<file path="config.mk">
export PLATFORM = sky130hd
export DESIGN_NAME = bullet_field
export DESIGN_NICKNAME = d
export VERILOG_FILES = /design/src/rtl/bullet_field.sv
export SDC_FILE = /design/constraint.sdc
export NUM_CORES = 1
export LEC_CHECK = 0
export ABC_AREA = 1
export CORE_UTILIZATION = 52
export DETAILED_ROUTE_END_ITERATION = 10
export PLACE_DENSITY_LB_ADDON = 0.15
export REMOVE_ABC_BUFFERS = 1
export SYNTH_ARGS = -nofsm -noshare
export SYNTH_HDL_FRONTEND = slang
export SYNTH_SLANG_ARGS = --single-unit
</file>
<file path="constraint.sdc">
create_clock -name clk -period 8.4 [get_ports clk]
set_input_delay 1.26 -clock clk [delete_from_list [all_inputs] [get_ports clk]]
set_output_delay 1.26 -clock clk [all_outputs]
set_load 0.01 [all_outputs]
</file>
<file path="src/rtl/bullet_field.sv">
// bullet_field
//
// Holds ROWS independent rows of COLS bullet positions. Every TICK_DIV clock
// cycles the field takes one step: every bullet moves one column toward
// COLS-1, and a bullet that leaves the last column raises a one-cycle
// exit_pulse for its row. A shot is held as "pending" for its row and is
// injected at column 0 on the next step. After an accepted shot, COOLDOWN
// steps must pass before another shot is accepted. A draw pass scans the
// field out one pixel per cycle, row by row. Steps that fall due during a
// pass are deferred (at most one) until the pass has finished.
//
// Optional feature macro: BULLET_FIELD_HIT_EN
//   When defined, hit_valid/hit_row/hit_col clear a single bullet in the
//   same cycle. When undefined, these ports do not exist.
//
// Ports
//   clk         rising-edge clock
//   resetn      asynchronous active-low reset
//   fire        shoot request, sampled every cycle
//   fire_row    row targeted by fire
//   draw_start  starts one scan-out pass (ignored while a pass is running)
//   hit_valid   bullet-clear request        (BULLET_FIELD_HIT_EN only)
//   hit_row     row of the bullet to clear  (BULLET_FIELD_HIT_EN only)
//   hit_col     column of the bullet to clear (BULLET_FIELD_HIT_EN only)
//   x, y        pixel column / row of the current scan-out pixel
//   colour      3'b111 when a bullet is present at (x, y), else 3'b000
//   plot        x/y/colour valid this cycle
//   draw_busy   scan pass in progress (including its done cycle)
//   draw_done   one-cycle pulse at the end of a pass
//   exit_pulse  per-row one-cycle pulse when a bullet leaves column COLS-1

module bullet_field #(
    parameter int COLS     = 118,
    parameter int ROWS     = 4,
    parameter int TICK_DIV = 50000000,
    parameter int COOLDOWN = 1,
    localparam int RW      = (ROWS > 1) ? $clog2(ROWS) : 1
) (
    input  logic            clk,
    input  logic            resetn,
    input  logic            fire,
    input  logic [RW-1:0]   fire_row,
    input  logic            draw_start,
`ifdef BULLET_FIELD_HIT_EN
    input  logic            hit_valid,
    input  logic [RW-1:0]   hit_row,
    input  logic [7:0]      hit_col,
`endif
    output logic [7:0]      x,
    output logic [RW-1:0]   y,
    output logic [2:0]      colour,
    output logic            plot,
    output logic            draw_busy,
    output logic            draw_done,
    output logic [ROWS-1:0] exit_pulse
);

    localparam int CNT_W = $clog2(TICK_DIV);
    localparam int CD_W  = (COOLDOWN > 0) ? $clog2(COOLDOWN + 1) : 1;

    typedef enum logic [1:0] {
        IDLE = 2'd0,
        SCAN = 2'd1,
        DONE = 2'd2
    } state_t;

    state_t                     state;
    logic [ROWS-1:0][COLS-1:0]  bits_q;
    logic [ROWS-1:0][COLS-1:0]  live_bits;
    logic [ROWS-1:0][COLS-1:0]  bits_next;
    logic [ROWS-1:0]            pending_q;
    logic [ROWS-1:0]            pending_next;
    logic [CD_W-1:0]            cooldown_q;
    logic [CD_W-1:0]            cooldown_next;
    logic [CNT_W-1:0]           step_cnt;
    logic                       deferred_q;
    logic                       tick;
    logic                       do_step;
    logic                       fire_ok;
    logic                       scan_last;
    logic [7:0]                 next_x;
    logic [RW-1:0]              next_y;
    logic [COLS-1:0]            sel_row;
    logic                       next_pix;

    assign tick    = (step_cnt == CNT_W'(TICK_DIV - 1));
    // A step only ever executes while idle: either the one due right now or
    // the single one that was deferred during the last draw pass.
    assign do_step = (state == IDLE) && (tick || deferred_q);
    assign fire_ok = fire && (cooldown_q == '0) && (int'(fire_row) < ROWS);

    // Field as seen by this cycle's step: a hit clears the bullet before it
    // would be shifted, so it neither propagates nor raises an exit pulse.
    always_comb begin
        live_bits = bits_q;
`ifdef BULLET_FIELD_HIT_EN
        if (hit_valid) begin
            for (int r = 0; r < ROWS; r++) begin
                for (int c = 0; c < COLS; c++) begin
                    if (int'(hit_row) == r && int'(hit_col) == c) begin
                        live_bits[r][c] = 1'b0;
                    end
                end
            end
        end
`endif
    end

    always_comb begin
        for (int r = 0; r < ROWS; r++) begin
            exit_pulse[r] = do_step & live_bits[r][COLS-1];
        end
    end

    // A shot accepted in a step cycle sets pending after the step has
    // consumed the old pending bit, so it is injected on the next step.
    always_comb begin
        bits_next     = live_bits;
        pending_next  = pending_q;
        cooldown_next = cooldown_q;
        if (do_step) begin
            for (int r = 0; r < ROWS; r++) begin
                bits_next[r] = {live_bits[r][COLS-2:0], pending_q[r]};
            end
            pending_next = '0;
            if (cooldown_q != '0) begin
                cooldown_next = cooldown_q - CD_W'(1);
            end
        end
        if (fire_ok) begin
            for (int r = 0; r < ROWS; r++) begin
                if (int'(fire_row) == r) begin
                    pending_next[r] = 1'b1;
                end
            end
            cooldown_next = CD_W'(COOLDOWN);
        end
    end

    always_ff @(posedge clk or negedge resetn) begin
        if (!resetn) begin
            bits_q     <= '0;
            pending_q  <= '0;
            cooldown_q <= '0;
            step_cnt   <= '0;
            deferred_q <= 1'b0;
        end else begin
            step_cnt <= tick ? '0 : step_cnt + CNT_W'(1);
            // One-deep: further steps due in the same pass are dropped.
            if (state != IDLE) begin
                if (tick) begin
                    deferred_q <= 1'b1;
                end
            end else begin
                deferred_q <= 1'b0;
            end
            bits_q     <= bits_next;
            pending_q  <= pending_next;
            cooldown_q <= cooldown_next;
        end
    end

    // Next scan pixel and its bullet bit.
    always_comb begin
        scan_last = (x == 8'(COLS - 1)) && (int'(y) == ROWS - 1);
        if (x == 8'(COLS - 1)) begin
            next_x = '0;
            next_y = y + RW'(1);
        end else begin
            next_x = x + 8'd1;
            next_y = y;
        end
        sel_row = '0;
        for (int r = 0; r < ROWS; r++) begin
            if (int'(next_y) == r) begin
                sel_row = bits_q[r];
            end
        end
        next_pix = 1'b0;
        for (int c = 0; c < COLS; c++) begin
            if (int'(next_x) == c) begin
                next_pix = sel_row[c];
            end
        end
    end

    // Outputs are registered: the pixel loaded on an edge is presented for
    // the whole following cycle, so the first plot appears the cycle after
    // draw_start is accepted.
    always_ff @(posedge clk or negedge resetn) begin
        if (!resetn) begin
            state     <= IDLE;
            x         <= '0;
            y         <= '0;
            colour    <= '0;
            plot      <= 1'b0;
            draw_busy <= 1'b0;
            draw_done <= 1'b0;
        end else begin
            case (state)
                IDLE: begin
                    if (draw_start) begin
                        state     <= SCAN;
                        x         <= '0;
                        y         <= '0;
                        colour    <= bits_q[0][0] ? 3'b111 : 3'b000;
                        plot      <= 1'b1;
                        draw_busy <= 1'b1;
                    end
                end
                SCAN: begin
                    if (scan_last) begin
                        state     <= DONE;
                        plot      <= 1'b0;
                        draw_done <= 1'b1;
                    end else begin
                        x      <= next_x;
                        y      <= next_y;
                        colour <= next_pix ? 3'b111 : 3'b000;
                    end
                end
                DONE: begin
                    state     <= IDLE;
                    draw_done <= 1'b0;
                    draw_busy <= 1'b0;
                end
                default: begin
                    state <= IDLE;
                end
            endcase
        end
    end

endmodule

</file>
==> images/wire_density.png <==
The die is cut into 22 by 22 equal tiles; dark blue is low, red is high, scaled to the fullest tile. Values are wire area over tile area, all layers added.
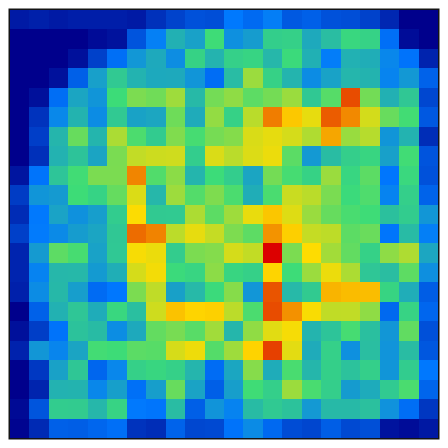
4.1% of the tiles are nearly empty. 34% of the tiles are over half the peak. The fullest tile reaches 0.55.

==> images/final_placement.png <==
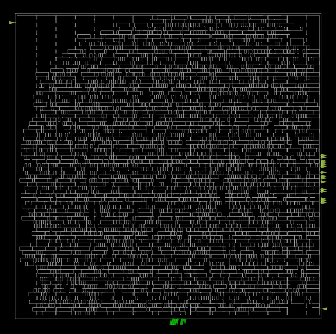
row count: 79
final core utilization: 0.614

==> images/drive_strength.png <==
Scale bar: 50 µm.
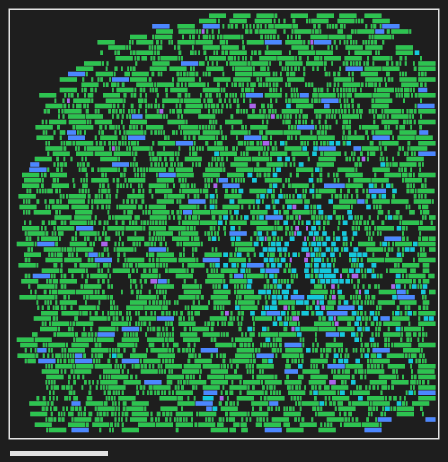
Cyan is drive 3 to 4, cells 232. Purple is drive 2, cells 39. Blue is drive 6 and up, cells 87. Green is drive 1 or less, cells 2956.

==> images/registers.png <==
Scale bar: 50 µm. Other sequential cells in the stronger gray, the rest of the logic in the fainter gray.
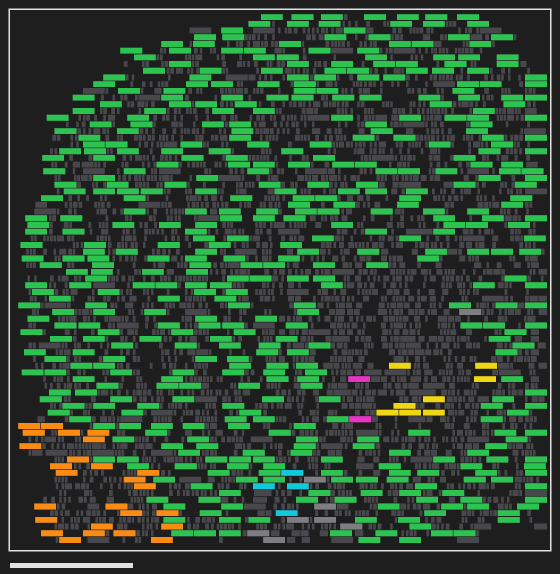
Cyan is pending_q, flops 4, where bottom center. Green is bits_q, flops 472, where spread over the die. Yellow is x, flops 8, where lower right. Orange is step_cnt, flops 26, where lower left. Magenta is y, flops 2.
Another 8 sequential cells are not colored.

==> images/clock_map.png <==
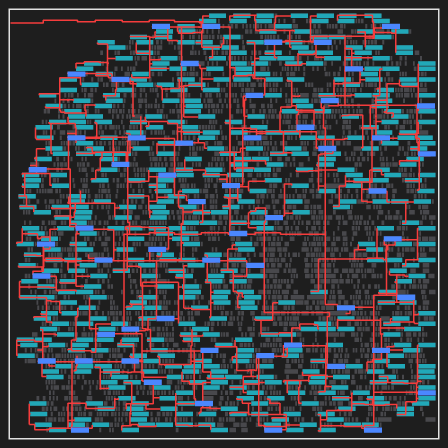
Cyan is flip-flops, count 520. Blue is cells driving clock nets, count 55. Red is clock wires, length 6500 µm.
Position of the flops: spread over the die.

==> metrics.yaml <==
p_clk_frac: 0.483
async_flop_share: 1.00
max_stage_delay_ns: 0.40
dr.pass1.iters: 6
arrival_ns: 10.77
initCoreUtil: 0.527
seqCellArea_mm2: 0.0130
rsz0062_at_grt: "true"
syn_avg_cell_area_um2: 7.83
fillers: 4135
critPathCaptureType: "flip-flop"
pg_seq_w: 0.00251
setup_viol_count_final: 1
grt_pass1_wl_mm: 108
clock-sinks: 520
synth_chip_area_mm2: 0.0245
grtUsageTotal: 0.286
pre_cts_slack_ns: -1.95
clock.fmax_ghz: 0.0975
clkCellAreaFrac: 0.0622
grt-ovfl-total: 0
sh_seq_area: 0.455
worst_pin_slew_ns: 1.28
synth.distinct_cells: 39
violations: "negative setup slack"
ant_nets: 0
num-nonclk-buffers: 247
yosys-mux-area-fraction: 0
antenna_found_initial: 3
comb-cell-share: 0.324
largest_cell_class: "sequential cells"
placed_cells: 3814
hold_buffers: 0
n_clock_buffer: 85
fin_skew_ns: 0.0166
period_minus_slack_ns: 10.26
worstSkewPairLatency_ns: 0.63
io_pins: 26
grt_max_degree: 303
timing_hold_violations_final: 0
yosysTopAreaCell: "dfrtp_1"
ys_sh_adder: 0.00306
powerComb_w: 0.0000536
placed_cell_area_mm2: 0.0266
clk_path_buf_depth: 3
powerDensity_mw_per_mm2: 173
p_int_w: 0.00389
cts_setup_buffers: 8
top_logic_kind: "simple AND/OR/NAND/NOR gates"
clkTransAtPathRegs_ns: 0.07
crit_path_frequent_cell: "nand2_1"
root_buffer: "clkbuf_16"
worstPathRequired_ns: 8.92
syn_area_mm2: 0.0245
maxPowerGroup: "sequential cells"
seq_area_frac_synth: 0.531
hp-class: "flip-flop to flip-flop"
cts_buffers: 55
seqPwrFrac: 0.506
timing.final.ws_setup_ns: -1.86
antennaDiodeCount: 1
leakagePower_nw: 13.0
xor_share: 0.00179
crit_slowest_cell: "dfrtp_1"
drc: 0
dieArea_mm2: 0.0480
drv_slew: 0
cp_num_buf_inv: 5
nNonClkInverters: 478
switching_share: 0.215
ir_worst_vdd_mv: 0.179
hpwl_mm: 43.3
buf_share: 0.0696
drt_iter0_drc: 1857
top_area_frac: 0.531
fin_cells: 3922
core_area_mm2: 0.0466
cpLargestDelayFamily: "simple AND/OR/NAND/NOR gates"
drive_gt1_frac: 0.108
fp.dieH_um: 219
cts_tree: "done"
wire_per_inst_um: 16.9
fin_crit_sh: 1.22
htreeDepth: 2
compound_area_frac: 0.173
finalPower_w: 0.00495
edf_count: 0
criticalPathCategory: "flip-flop to flip-flop"
die_w_um: 219
synth_flops: 520
fin_nets: 3287
p_clk_w: 0.00239
post_cts_resize_count: 18
final_cell_area_mm2: 0.0286
warnings: 42
yosys_warnings: 0
p_comb_frac: 0.011
yosysCellCount: 3132
ys_top_cells_by_count: "nand2_1 (919), dfrtp_1 (520), o21ai_0 (501)"
area_growth_pct: 16.7
maxCapViolations: 0
flop-count: 520
most_common_cell: "nand2_1"
timing.hold.ws_ns: 0.463
num_vias: 21100
grt_pass1_vias: 20500
wirelength_mm: 66.4
cp-start-kind: "flip-flop"
finalSetupTns_ns: -1.86
gp_congestion: 0.908
slew_headroom: 0.148
outcome: "finished, violations left"
flop_cell: "dfrtp_1"
path_max_fanout: 6
switchingPower_w: 0.00106
synthCells: 3132
post_synth_main_area_contributors: "dfrtp_1 (53%), nand2_1 (14%), o21ai_0 (10%)"
ys_sh_simple: 0.193
vias_per_cell: 5.37
portBuffers: 25
mi_logic_area_mm2: 0.00926
taps: 607
comb_cells: 1973
## cells in the final DEF, fill, tap and decap left out, types with 3 or more instances in the layout
| master | n |
|---|---|
| a21oi_1 | 55 |
| o2111ai_1 | 5 |
| clkbuf_8 | 16 |
| clkdlybuf4s50_1 | 24 |
| o22ai_1 | 52 |
| nor3_1 | 8 |
| a31oi_1 | 15 |
| buf_12 | 5 |
| nand3_2 | 6 |
| ha_1 | 5 |
| nand4_1 | 6 |
| clkbuf_1 | 14 |
| dfrtp_1 | 520 |
| nand2_4 | 7 |
| o21ai_1 | 4 |
| o211ai_1 | 6 |
| buf_4 | 215 |
| clkinv_2 | 5 |
| nand2_2 | 9 |
| o221ai_1 | 78 |
| a221oi_1 | 19 |
| nand3_1 | 33 |
| xor2_1 | 3 |
| a2111oi_0 | 4 |
| nor2_4 | 4 |
| o21ai_0 | 501 |
| inv_1 | 465 |
| nand2_1 | 910 |
| inv_2 | 11 |
| nor2_1 | 216 |
| clkbuf_16 | 55 |
| nor2_2 | 6 |
| nor4_1 | 5 |
## worst paths after layout
check | start | end | slack, ns | depth (start not counted)
min reg2reg | step_cnt[0] | step_cnt[0] | 0.46 | 1
max | x[1] | colour[1] | -1.86 | 163
min | step_cnt[0] | step_cnt[0] | 0.46 | 1
max in group asynchronous | resetn | bits_q[48] | 5.65 | 3
min in group asynchronous | resetn | bits_q[254] | 0.62 | 1
max reg2reg | x[1] | colour[1] | -1.86 | 163
## state kept, by name, indices dropped and copies added, names as in the netlist
signal,count
bits_q,472
colour,1
cooldown_q,1
deferred_q,1
draw_busy,1
draw_done,1
pending_q,4
plot,1
state,2
step_cnt,26
x,8
y,2
## layer usage
layer,track usage,routed length (µm)
met2,0.454,30000
met3,0.0420,4120
met5,0,0
met4,0.109,2490
met1,0.396,29800
